## src/rtl/dmem_pkg.sv

```systemverilog
// Shared definitions for the data-port controller: size codes, FSM state
// encoding and the alignment rule used at request acceptance.
package dmem_pkg;

   localparam logic [1:0] SZ_BYTE = 2'b00;
   localparam logic [1:0] SZ_HALF = 2'b01;
   localparam logic [1:0] SZ_WORD = 2'b10;

   typedef enum logic [1:0] {
      IDLE  = 2'd0,
      WRITE = 2'd1,
      RESP  = 2'd2
   } state_t;

   // Size code 2'b11 is illegal and therefore always reported as an error.
   function automatic logic is_misaligned(input logic [1:0] size, input logic [1:0] off);
      case (size)
         SZ_BYTE: return 1'b0;
         SZ_HALF: return off[0];
         SZ_WORD: return off != 2'b00;
         default: return 1'b1;
      endcase
   endfunction

endpackage

```

## src/rtl/data_port_ctrl_if.sv

```systemverilog
// Core-side request/response channel of the data-port controller.
// The core is the master; the controller is the slave.
interface data_port_ctrl_if #(
   parameter int ADDR_WIDTH = 16
);
   logic                  req_valid;
   logic                  req_ready;
   logic                  req_we;
   logic [1:0]            req_size;
   logic                  req_unsigned;
   logic [ADDR_WIDTH-1:0] req_addr;
   logic [31:0]           req_wdata;
   logic                  resp_valid;
   logic [31:0]           resp_rdata;
   logic                  resp_error;

   modport master (
      output req_valid, req_we, req_size, req_unsigned, req_addr, req_wdata,
      input  req_ready, resp_valid, resp_rdata, resp_error
   );

   modport slave (
      input  req_valid, req_we, req_size, req_unsigned, req_addr, req_wdata,
      output req_ready, resp_valid, resp_rdata, resp_error
   );
endinterface

```

## src/rtl/data_port_ctrl_load_extract.sv

```systemverilog
// Combinational lane select and sign/zero extension of a RAM word.
// Shared with the core's debug readback path.
module load_extract
   import dmem_pkg::*;
(
   input  logic [31:0] word,
   input  logic [1:0]  off,
   input  logic [1:0]  size,
   input  logic        is_unsigned,
   output logic [31:0] data
);
   logic [7:0]  byte_lane;
   logic [15:0] half_lane;

   // NOTE: every combinational output gets a default first, so no path leaves it unassigned and no latch is inferred.
   always_comb begin
      byte_lane = word[7:0];
      data      = word;
      case (off)
         2'd1:    byte_lane = word[15:8];
         2'd2:    byte_lane = word[23:16];
         2'd3:    byte_lane = word[31:24];
         default: byte_lane = word[7:0];
      endcase
      half_lane = off[1] ? word[31:16] : word[15:0];
      case (size)
         SZ_BYTE: data = {{24{~is_unsigned & byte_lane[7]}}, byte_lane};
         SZ_HALF: data = {{16{~is_unsigned & half_lane[15]}}, half_lane};
         default: data = word;
      endcase
   end
endmodule

```

## src/rtl/data_port_ctrl.sv

```systemverilog
// Data-port initiator for the unified RAM: word-aligned accesses, read-modify-write
// for sub-word stores, extended load data with a one-cycle response pulse.
module data_port_ctrl
   import dmem_pkg::*;
#(
   parameter int ADDR_WIDTH = 16,
   parameter int DATA_WIDTH = 32
) (
   input  logic                  clock,
   input  logic                  reset,
   data_port_ctrl_if.slave       port,
   output logic                  mem_wEn,
   output logic [ADDR_WIDTH-1:0] mem_address,
   output logic [31:0]           mem_write_data,
   input  logic [31:0]           mem_read_data
);
   if (DATA_WIDTH != 32) begin : g_bad_width
      $error("data_port_ctrl supports DATA_WIDTH=32 only");
   end

   state_t                state_q, state_d;
   logic [ADDR_WIDTH-3:0] word_addr_q;
   logic [31:0]           wdata_q;
   logic [31:0]           rdata_q;
   logic                  error_q;

   logic [1:0]            off;
   logic                  accept;
   logic                  req_err;
   logic [31:0]           load_data;
   logic [31:0]           merged;

   assign off     = port.req_addr[1:0];
   assign accept  = (state_q == IDLE) && port.req_valid;
   assign req_err = is_misaligned(port.req_size, off);

   load_extract u_load_extract (
      .word        (mem_read_data),
      .off         (off),
      .size        (port.req_size),
      .is_unsigned (port.req_unsigned),
      .data        (load_data)
   );

   // Store merge into the word read in the acceptance cycle.
   always_comb begin
      merged = mem_read_data;
      case (port.req_size)
         SZ_BYTE: begin
            case (off)
               2'd0:    merged[7:0]   = port.req_wdata[7:0];
               2'd1:    merged[15:8]  = port.req_wdata[7:0];
               2'd2:    merged[23:16] = port.req_wdata[7:0];
               default: merged[31:24] = port.req_wdata[7:0];
            endcase
         end
         SZ_HALF: begin
            if (off[1]) merged[31:16] = port.req_wdata[15:0];
            else        merged[15:0]  = port.req_wdata[15:0];
         end
         default: merged = port.req_wdata;
      endcase
   end

   always_comb begin
      state_d         = state_q;
      port.req_ready  = 1'b0;
      port.resp_valid = 1'b0;
      mem_wEn         = 1'b0;
      mem_address     = {word_addr_q, 2'b00};
      case (state_q)
         IDLE: begin
            port.req_ready = 1'b1;
            // Pass-through so the RAM's combinational read lands in this cycle.
            mem_address    = {port.req_addr[ADDR_WIDTH-1:2], 2'b00};
            if (port.req_valid)
               state_d = (req_err || !port.req_we) ? RESP : WRITE;
         end
         WRITE: begin
            // Reset gates the strobe so an interrupted store never reaches the RAM.
            mem_wEn = reset;
            state_d = RESP;
         end
         RESP: begin
            port.resp_valid = 1'b1;
            state_d         = IDLE;
         end
         default: state_d = IDLE;
      endcase
   end

   // NOTE: sequential state uses non-blocking assignments so every register samples pre-edge values.
   always_ff @(posedge clock) begin
      if (!reset) begin
         state_q     <= IDLE;
         word_addr_q <= '0;
         wdata_q     <= '0;
         rdata_q     <= '0;
         error_q     <= 1'b0;
      end else begin
         state_q <= state_d;
         if (accept) begin
            word_addr_q <= port.req_addr[ADDR_WIDTH-1:2];
            if (req_err) begin
               error_q <= 1'b1;
               rdata_q <= '0;
            end else if (port.req_we) begin
               error_q <= 1'b0;
               rdata_q <= '0;
               wdata_q <= merged;
            end else begin
               error_q <= 1'b0;
               rdata_q <= load_data;
            end
         end
      end
   end

   assign port.resp_rdata = rdata_q;
   assign port.resp_error = error_q;
   assign mem_write_data  = wdata_q;
endmodule

```

## src/flat_wrapper.sv

```systemverilog
// flat-port wrapper written by rule: the top's interface ports become plain ports
module data_port_ctrl_flat import dmem_pkg::*;
#(
   parameter int ADDR_WIDTH = 16,
   parameter int DATA_WIDTH = 32
)
  (clock, reset, mem_wEn, mem_address, mem_write_data, mem_read_data, port_req_valid, port_req_we, port_req_size, port_req_unsigned, port_req_addr, port_req_wdata, port_req_ready, port_resp_valid, port_resp_rdata, port_resp_error);
  data_port_ctrl_if #(.ADDR_WIDTH(ADDR_WIDTH)) port_i ();
  input  logic clock;
  input  logic reset;
  output logic mem_wEn;
  output logic [ADDR_WIDTH-1:0] mem_address;
  output logic [31:0] mem_write_data;
  input  logic [31:0] mem_read_data;
  input wire logic [$bits(port_i.req_valid)-1:0] port_req_valid;
  input wire logic [$bits(port_i.req_we)-1:0] port_req_we;
  input wire logic [$bits(port_i.req_size)-1:0] port_req_size;
  input wire logic [$bits(port_i.req_unsigned)-1:0] port_req_unsigned;
  input wire logic [$bits(port_i.req_addr)-1:0] port_req_addr;
  input wire logic [$bits(port_i.req_wdata)-1:0] port_req_wdata;
  output wire logic [$bits(port_i.req_ready)-1:0] port_req_ready;
  output wire logic [$bits(port_i.resp_valid)-1:0] port_resp_valid;
  output wire logic [$bits(port_i.resp_rdata)-1:0] port_resp_rdata;
  output wire logic [$bits(port_i.resp_error)-1:0] port_resp_error;
  assign port_i.req_valid = port_req_valid;
  assign port_i.req_we = port_req_we;
  assign port_i.req_size = port_req_size;
  assign port_i.req_unsigned = port_req_unsigned;
  assign port_i.req_addr = port_req_addr;
  assign port_i.req_wdata = port_req_wdata;
  assign port_req_ready = port_i.req_ready;
  assign port_resp_valid = port_i.resp_valid;
  assign port_resp_rdata = port_i.resp_rdata;
  assign port_resp_error = port_i.resp_error;
  data_port_ctrl #(.ADDR_WIDTH(ADDR_WIDTH), .DATA_WIDTH(DATA_WIDTH)) u_core (.clock(clock), .reset(reset), .port(port_i), .mem_wEn(mem_wEn), .mem_address(mem_address), .mem_write_data(mem_write_data), .mem_read_data(mem_read_data));
endmodule
```

## config.mk

```make
export PLATFORM = sky130hd
export DESIGN_NAME = data_port_ctrl_flat
export DESIGN_NICKNAME = d
export VERILOG_FILES = /design/src/rtl/dmem_pkg.sv /design/src/rtl/data_port_ctrl_if.sv /design/src/rtl/data_port_ctrl_load_extract.sv /design/src/rtl/data_port_ctrl.sv /design/src/flat_wrapper.sv
export SDC_FILE = /design/constraint.sdc
export NUM_CORES = 1
export LEC_CHECK = 0
export CAP_MARGIN = 5
export CORE_ASPECT_RATIO = 0.8
export CORE_UTILIZATION = 30
export CTS_BUF_LIST = sky130_fd_sc_hd__clkbuf_2 sky130_fd_sc_hd__clkbuf_4 sky130_fd_sc_hd__clkbuf_8
export CTS_CLUSTER_SIZE = 20
export DETAILED_ROUTE_END_ITERATION = 8
export GPL_TIMING_DRIVEN = 1
export HOLD_SLACK_MARGIN = 0.06
export PLACE_DENSITY = 0.72
export SETUP_SLACK_MARGIN = 0.4
export SYNTH_ARGS = -nofsm -noshare
export SYNTH_HDL_FRONTEND = slang
export SYNTH_SLANG_ARGS = --single-unit
export TNS_END_PERCENT = 50
```

## constraint.sdc

```tcl
create_clock -name clock -period 1.79 [get_ports clock]
set_input_delay 0.2685 -clock clock [delete_from_list [all_inputs] [get_ports clock]]
set_output_delay 0.2685 -clock clock [all_outputs]
set_load 0.005 [all_outputs]
```

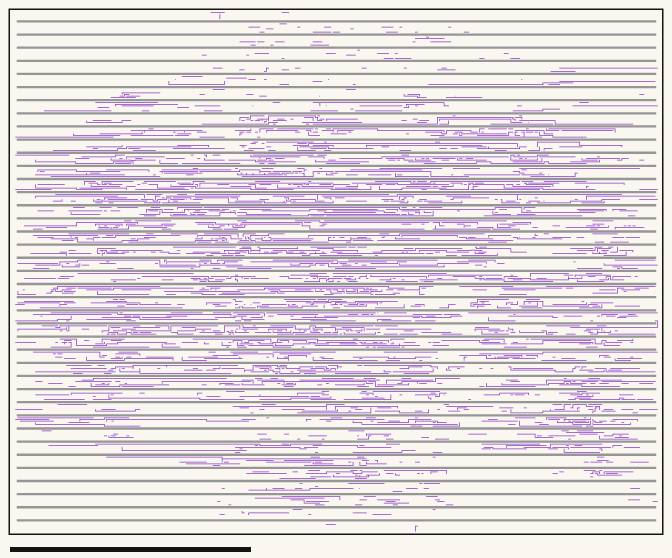
*The metal 1 layer, run 1*
Scale bar: 50 µm. Supply wires on this layer in grey.
The layer holds 41% of the routed length. 728 nets have wire on it. The layer carries 8,200 µm of wire. The longest straight run is 46.5 µm.

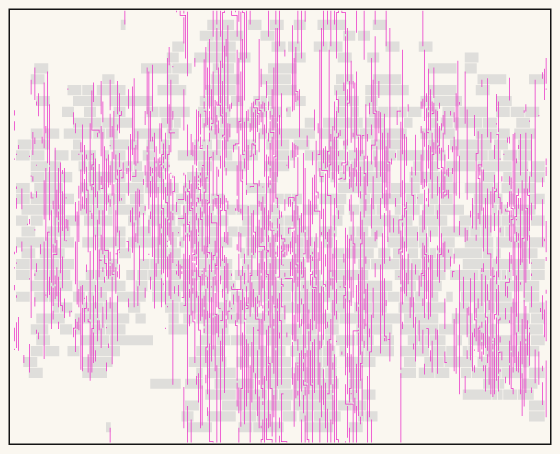
*Signal wires on met2, run 1*
Cells faint in the background.
The layer holds 46% of the routed length. 748 nets have wire on it. The wires run mostly vertical. The longest straight run is 37.7 µm. The layer carries 9,150 µm of wire.

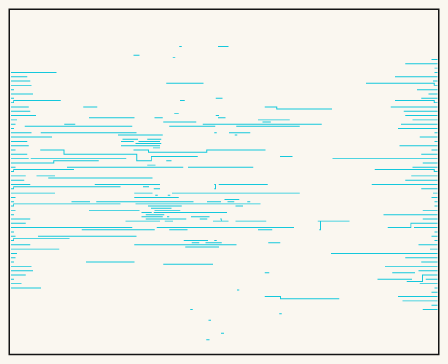
*Met3 routing, run 1*
The layer carries 1,940 µm of wire. The longest straight run is 43.0 µm. 179 nets have wire on it. The wires run mostly horizontal. The layer holds 9.8% of the routed length.

==> results_slide.txt, run 1 <==
Physical Implementation Snapshot

Outcome
  – Status: complete, but fails checks
  – Violated checks: negative setup slack

Die
  – Die H: between 100 and 150 µm
  – Die area: 0.0146 mm²
  – Floorplan Core Area: 0.0137 mm²
  – Tap cells: between 150 and 200
  – I/O Pins: between 150 and 200
  – Die width: about 140 µm
  – Row Count: 38
  – Fp_density: 0.310

Yosys
  – Synth warn: 0
  – Top-area cell share: 0.382
  – Top comb family, area: AND-OR/OR-AND gates
  – Post-Synth Simple-Gate Area: 0.169
  – Synth Cell Area: 0.00425 mm²
  – Ys flop type: dfxtp_1
  – Adder-cell share of the synthesized area: 0
  – Asr flop ratio synth: 0
  – Synth area leader: dfxtp_1
  – Post-Syn Instances: 500
  – Yosys cell count: 500
  – Cell area leaders: dfxtp_1 (38%), a22o_1 (5.8%), nand2_1 (4.9%)
  – Post-synthesis area per instance: 8.50 µm²
  – Xor+xnor area frac: 0
  – Yosys Chip Area: approximately 0.0042 mm²
  – Flip-flops with a built-in enable: 0
  – Synth Register Bits: roughly 81
  – Post-synthesis sequential area ratio: 0.382
  – Compound Share, Synth: 0.315
  – Mux frac, synth: 0.0824
  – Most frequent cell after synthesis: dfxtp_1

Pwr
  – Logic gate share of total power: 0.287
  – P_comb: around 0.0015 W
  – Clock-net power: between 0.0015 and 0.002 W
  – Flop pwr share: 0.380
  – P_int: 0.00363 W
  – Psw: 0.00143 W
  – Pwr top: registers
  – LEAKAGE: around 3.4 nW
  – Clock Power Share: 0.333
  – Tot Pwr: just over 0.005 W
  – Switching Fraction: 0.282
  – Seq power: approximately 0.0019 W
  – Power Density: ~620 mW/mm²

Finish
  – Seq/total area: 0.203
  – Dominant logic cell type in the layout: clkdlybuf4s50_1
  – Fill cells: 1,106
  – Top cells excl fill/tap: clkdlybuf4s50_1 (97), dfxtp_1 (64), nand2_1 (52), buf_4 (51), dlygate4sd2_1 (49)
  – Comb. cell area: 0.00304 mm²
  – Final antenna diode count: 0
  – Post-Layout Cell Count: between 900 and 1,000
  – Fin util: 0.591
  – Final Cell Area: 0.00809 mm²
  – Leading cell kind: combinational gates
  – Area Overhead vs Synth: 90.4%
  – Register area: around 0.0016 mm²
  – Inverters: 6
  – Count of multi-input gates: about 370
  – Logic share of the area: 0.376
  – Flip-flops: just over 80
  – Buffering overhead: 0.360
  – Layout cell share with drive strength beyond 1: 0.346
  – Number of non-clock buffers: about 270
  – Final clock-cell share: 0.0306
  – Final-layout clock buffer total: 11
  – Layout net count: 824

STA
  – Fmax: approximately 0.53 GHz
  – Final setup viols: just under 70
  – Min cycle time layout: between 1500 and 2000 ps
  – Worst slew margin: 0.376
  – Final Skew: around 13 ps
  – Worst Setup Slack, final: -103 ps
  – Final worst-path cycle share: 1.06
  – RSZ-0062 raised after global routing: true
  – Final setup TNS: -3450 ps
  – Worst hold slack: just over 200 ps
  – Final hold violation count: 0
  – Max Slew Vio Count: 0
  – Slew @ Worst Pin: 937 ps

Setup path
  – Total number of cells along the worst setup path: 8
  – CP Max Fanout: 5
  – Top delay family on crit path: simple AND/OR/NAND/NOR gates
  – Worst R2R Path Depth: 8
  – Worst Setup EP: u_core.port.resp_rdata[10]
  – CP startpoint kind: flip-flop
  – Buffers & Inverters on Critical Path: 4
  – Crit Path Class: reg2reg
  – Crit path largest cell delay: roughly 400 ps
  – Crit path launch: u_core.state_q[0]
  – Critical path endpoint category: flip-flop
  – Worst-path cell chain: buf_6 > or3b_4 > buf_4 > buf_12 > nor3b_4 > buf_6 > a31oi_1 > o21ai_1
  – CP max stage cell: or3b_4
  – Crit path DRT: 2100 ps
  – Most frequent CP cell: buf_6
  – Worst R2R End: u_core.port.resp_rdata[10]
  – CP arrival: 2200 ps
  – R2r startpoint: u_core.state_q[0]

Min path
  – Worst min-delay path endpoint: u_core.word_addr_q[6]
  – Worst hold path class: in2reg
  – Hold Crit Start: reset
  – WHS Path Cells: 2

Global route
  – Met2 usage: 0.441
  – Gr busiest metal: met2
  – First-pass GRT wire length: 29.4 mm
  – Largest net degree at the start of global routing: between 50 and 60
  – GR Util met1: 0.336
  – Global route overflow: 0
  – Antenna violations before repair: 0
  – Vias in the first global route: between 5,000 and 6,000

Drt
  – Routed wire per std cell: approximately 22 µm
  – Initial DRC Count: around 440
  – Drt first pass iters: 5
  – Met3 WL: 1.94 mm
  – ANT nets after route: 0
  – Final WL: slightly below 20 mm
  – Top sig layer: met4
  – Vias/cell: about 5.6
  – Detail Route met2 WL: about 9.2 mm
  – Vias: around 5,200

Clock network
  – Clk root buf: clkbuf_8
  – TritonCTS buffer count: 9
  – Clock Sinks: between 80 and 90
  – Clk ins delay skew pair: 390 ps
  – CTS H-tree depth: 3
  – Post-CTS Resized: between 200 and 300
  – CTS tree: done
  – Post-CTS Setup Inserts: 25

Job
  – Max Cap Viol: 0
  – Tool warnings: 30

Placed design
  – DP Area: about 0.0065 mm²
  – HPWL after detailed placement: approximately 13 mm
  – Pre-CTS setup slack: -418 ps
  – Placed cell count: 862
  – IO Port Bufs: 168
  – Final GP Congestion: 0.863
==> run 1 -> run 2 <==
- PLACE_DENSITY: 0.72 -> 0.65
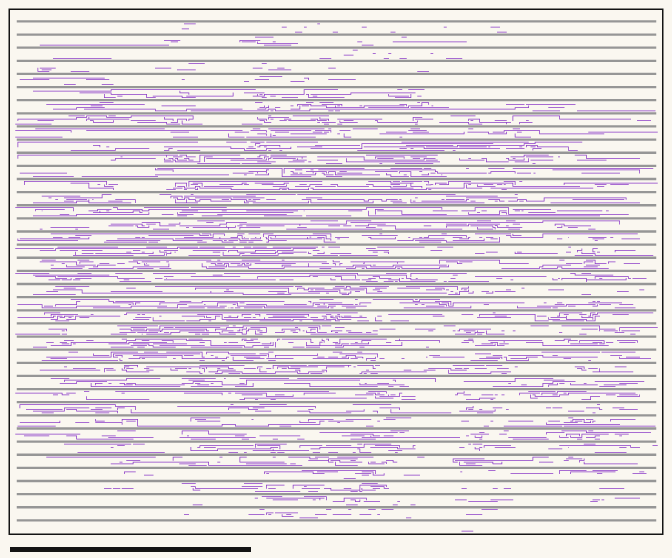
*The metal 1 layer, run 2*
Scale bar: 50 µm. Supply wires on this layer in grey.
The layer holds 43% of the routed length. The layer carries 8,400 µm of wire. The longest straight run is 47.8 µm.

==> results_slide.txt, run 2 <==
Physical Implementation Snapshot

Outcome
  – Status: complete, but fails checks
  – Violated checks: negative setup slack

STA
  – Fmax: 0.547 GHz
  – RSZ-0062 raised after global routing: true
  – Worst Setup Slack, final: -39.3 ps
  – Slew @ Worst Pin: ~700 ps
  – Final setup TNS: -560 ps
  – Min cycle time layout: about 1800 ps
  – Final Skew: 8.83 ps
  – Final worst-path cycle share: 1.02
  – Max Slew Vio Count: 0
  – Final setup viols: approximately 43
  – Worst slew margin: 0.534
  – Worst hold slack: 285 ps

Pwr
  – Flop pwr share: 0.394
  – Psw: 0.00138 W
  – Logic gate share of total power: 0.297
  – LEAKAGE: between 3 and 4 nW
  – Seq power: 0.00192 W
  – Clock-net power: approximately 0.0015 W
  – Switching Fraction: 0.283
  – Tot Pwr: a little under 0.005 W
  – P_comb: between 0.001 and 0.0015 W
  – P_int: approximately 0.0035 W

Placed design
  – Pre-CTS setup slack: -376 ps
  – DP Area: 0.00647 mm²
  – IO Port Bufs: between 150 and 200
  – Final GP Congestion: about 0.83
  – HPWL after detailed placement: approximately 13 mm
  – Placed cell count: roughly 860

Die
  – I/O Pins: 171
  – Tap cells: 180
  – Row Count: 38
  – Floorplan Core Area: about 0.014 mm²
  – Die H: 108 µm
  – Die width: ~140 µm
  – Die area: about 0.015 mm²

Finish
  – Logic share of the area: 0.383
  – Layout cell share with drive strength beyond 1: 0.355
  – Leading cell kind: combinational gates
  – Register area: 0.00165 mm²
  – Post-Layout Cell Count: about 920
  – Seq/total area: 0.205
  – Final clock-cell share: 0.0271
  – Final antenna diode count: 0
  – Final Cell Area: about 0.008 mm²
  – Final-layout clock buffer total: 12
  – Comb. cell area: approximately 0.0031 mm²
  – Top cells excl fill/tap: clkdlybuf4s50_1 (98), dfxtp_1 (64), buf_4 (48), dlygate4sd2_1 (47), nand2_1 (40)
  – Inverters: 6
  – Dominant logic cell type in the layout: clkdlybuf4s50_1
  – Area Overhead vs Synth: 88.9%
  – Fill cells: between 1,000 and 1,500
  – Flip-flops: 81
  – Layout net count: between 800 and 900

Global route
  – GR Util met1: 0.334
  – Vias in the first global route: ~4,900
  – Gr busiest metal: met2
  – Largest net degree at the start of global routing: 41
  – First-pass GRT wire length: 27.7 mm
  – Global route overflow: 0
  – Antenna violations before repair: 0

Clock network
  – TritonCTS buffer count: 9
  – CTS H-tree depth: 3
  – Post-CTS Setup Inserts: 24
  – Clock Sinks: approximately 81
  – Clk root buf: clkbuf_8
  – Post-CTS Resized: between 200 and 250
  – Clk ins delay skew pair: 360 ps

Yosys
  – Yosys Chip Area: 0.00425 mm²
  – Asr flop ratio synth: 0
  – Synth area leader: dfxtp_1
  – Post-Synth Simple-Gate Area: 0.169
  – Post-synthesis sequential area ratio: 0.382
  – Adder-cell share of the synthesized area: 0
  – Top comb family, area: AND-OR/OR-AND gates
  – Xor+xnor area frac: 0
  – Post-synthesis area per instance: around 8.5 µm²
  – Ys flop type: dfxtp_1
  – Yosys cell count: 500
  – Synth warn: 0
  – Mux frac, synth: 0.0824
  – Compound Share, Synth: 0.315
  – Synth Register Bits: between 80 and 90
  – Top-area cell share: 0.382
  – Synth Cell Area: roughly 0.0042 mm²
  – Cell area leaders: dfxtp_1 (38%), a22o_1 (5.8%), nand2_1 (4.9%)
  – Flip-flops with a built-in enable: 0

Setup path
  – Worst R2R End: u_core.port.resp_rdata[13]
  – Crit path DRT: 2090 ps
  – Buffers & Inverters on Critical Path: 4
  – Top delay family on crit path: simple AND/OR/NAND/NOR gates
  – Worst Setup EP: u_core.port.resp_rdata[13]
  – Crit path largest cell delay: ~370 ps
  – Worst R2R Path Depth: 8
  – Most frequent CP cell: buf_6
  – Critical path endpoint category: flip-flop
  – CP arrival: around 2100 ps
  – Crit path launch: u_core.state_q[0]
  – CP startpoint kind: flip-flop
  – Crit Path Class: reg2reg
  – CP max stage cell: or3b_4
  – Total number of cells along the worst setup path: 8
  – CP Max Fanout: 5

Drt
  – ANT nets after route: 0
  – Initial DRC Count: around 370
  – Top sig layer: met4
  – Met3 WL: about 2 mm
  – Final WL: between 15 and 20 mm
  – Vias/cell: about 5.6
  – Drt first pass iters: 7
  – Vias: between 5,000 and 6,000
  – Routed wire per std cell: 21.3 µm

Min path
  – Worst min-delay path endpoint: u_core.word_addr_q[1]
  – Hold Crit Start: reset
  – WHS Path Cells: 2

Job
  – Max Cap Viol: 0
  – Tool warnings: 29
==> run 2 -> run 3 <==
- CTS_BUF_LIST: sky130_fd_sc_hd__clkbuf_2 sky130_fd_sc_hd__clkbuf_4 sky130_fd_sc_hd__clkbuf_8 -> not set
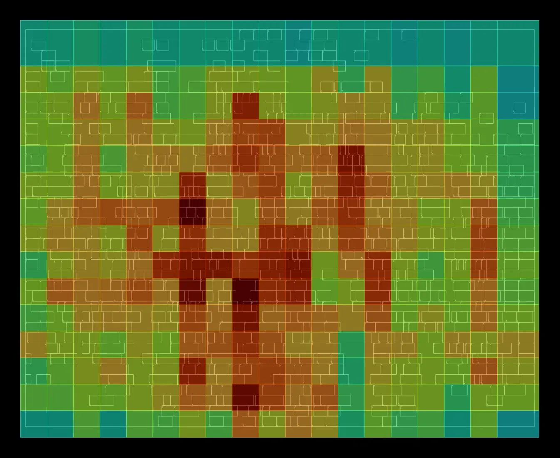
*Track usage over the die, run 3*
gr busiest metal: met2
fin util: 0.574

==> results_slide.txt, run 3 <==
Physical Implementation Snapshot

Outcome
  – Status: complete, but fails checks
  – Violated checks: negative setup slack

Clock network
  – TritonCTS buffer count: 9
  – CTS H-tree depth: 3
  – Post-CTS Resized: around 210

Global route
  – Antenna violations before repair: 0
  – Global route overflow: 0
  – Vias in the first global route: 4,686

Drt
  – Vias/cell: between 5 and 6
  – Met3 WL: 1.81 mm
  – Top sig layer: met4
  – ANT nets after route: 0
  – Drt first pass iters: 6
  – Routed wire per std cell: about 21 µm

STA
  – Min cycle time layout: 1860 ps
  – Fmax: ~0.54 GHz
  – Final setup TNS: -838 ps
  – Final hold violation count: 0
  – Worst Setup Slack, final: -66.1 ps
  – Worst hold slack: roughly 300 ps
  – Final Skew: approximately 4.2 ps
  – Final setup viols: 17

Setup path
  – Worst Setup EP: u_core.port.resp_rdata[17]
  – Total number of cells along the worst setup path: 6
  – Worst-path cell chain: buf_6 > or3b_4 > or3b_4 > a211oi_4 > buf_6 > a22o_1
  – Crit path largest cell delay: ~410 ps
  – Worst R2R Path Depth: 6
  – Top delay family on crit path: simple AND/OR/NAND/NOR gates
  – Buffers & Inverters on Critical Path: 2
  – CP max stage cell: or3b_4
  – Critical path endpoint category: flip-flop

Pwr
  – LEAKAGE: around 3.3 nW
  – P_int: between 0.003 and 0.004 W
  – Seq power: roughly 0.0019 W
  – Flop pwr share: 0.363
  – Logic gate share of total power: 0.261
  – Psw: roughly 0.0014 W
  – Pwr top: the clock network

Yosys
  – Synth warn: 0
  – Yosys cell count: ~500
  – Mux frac, synth: 0.0824
  – Top comb family, area: AND-OR/OR-AND gates
  – Xor+xnor area frac: 0
  – Yosys Chip Area: 0.00425 mm²
  – Most frequent cell after synthesis: dfxtp_1
  – Synth Register Bits: about 80
  – Adder-cell share of the synthesized area: 0

Finish
  – Logic share of the area: 0.385
  – Post-Layout Cell Count: just over 900
  – Leading cell kind: combinational gates
  – Seq/total area: 0.208
  – Final antenna diode count: 1
  – Buffering overhead: 0.335
  – Layout cell share with drive strength beyond 1: 0.316

Die
  – Die width: around 140 µm
  – Die H: ~110 µm
  – I/O Pins: ~170

Min path
  – Hold Crit Start: reset
  – WHS Path Cells: 2
  – Worst hold path class: in2reg

Placed design
  – Pre-CTS setup slack: -376 ps
  – Final GP Congestion: 0.835
  – DP Area: 0.00647 mm²
  – Placed cell count: about 860

Job
  – Max Cap Viol: 0
Power and IR drop assume default switching activity.
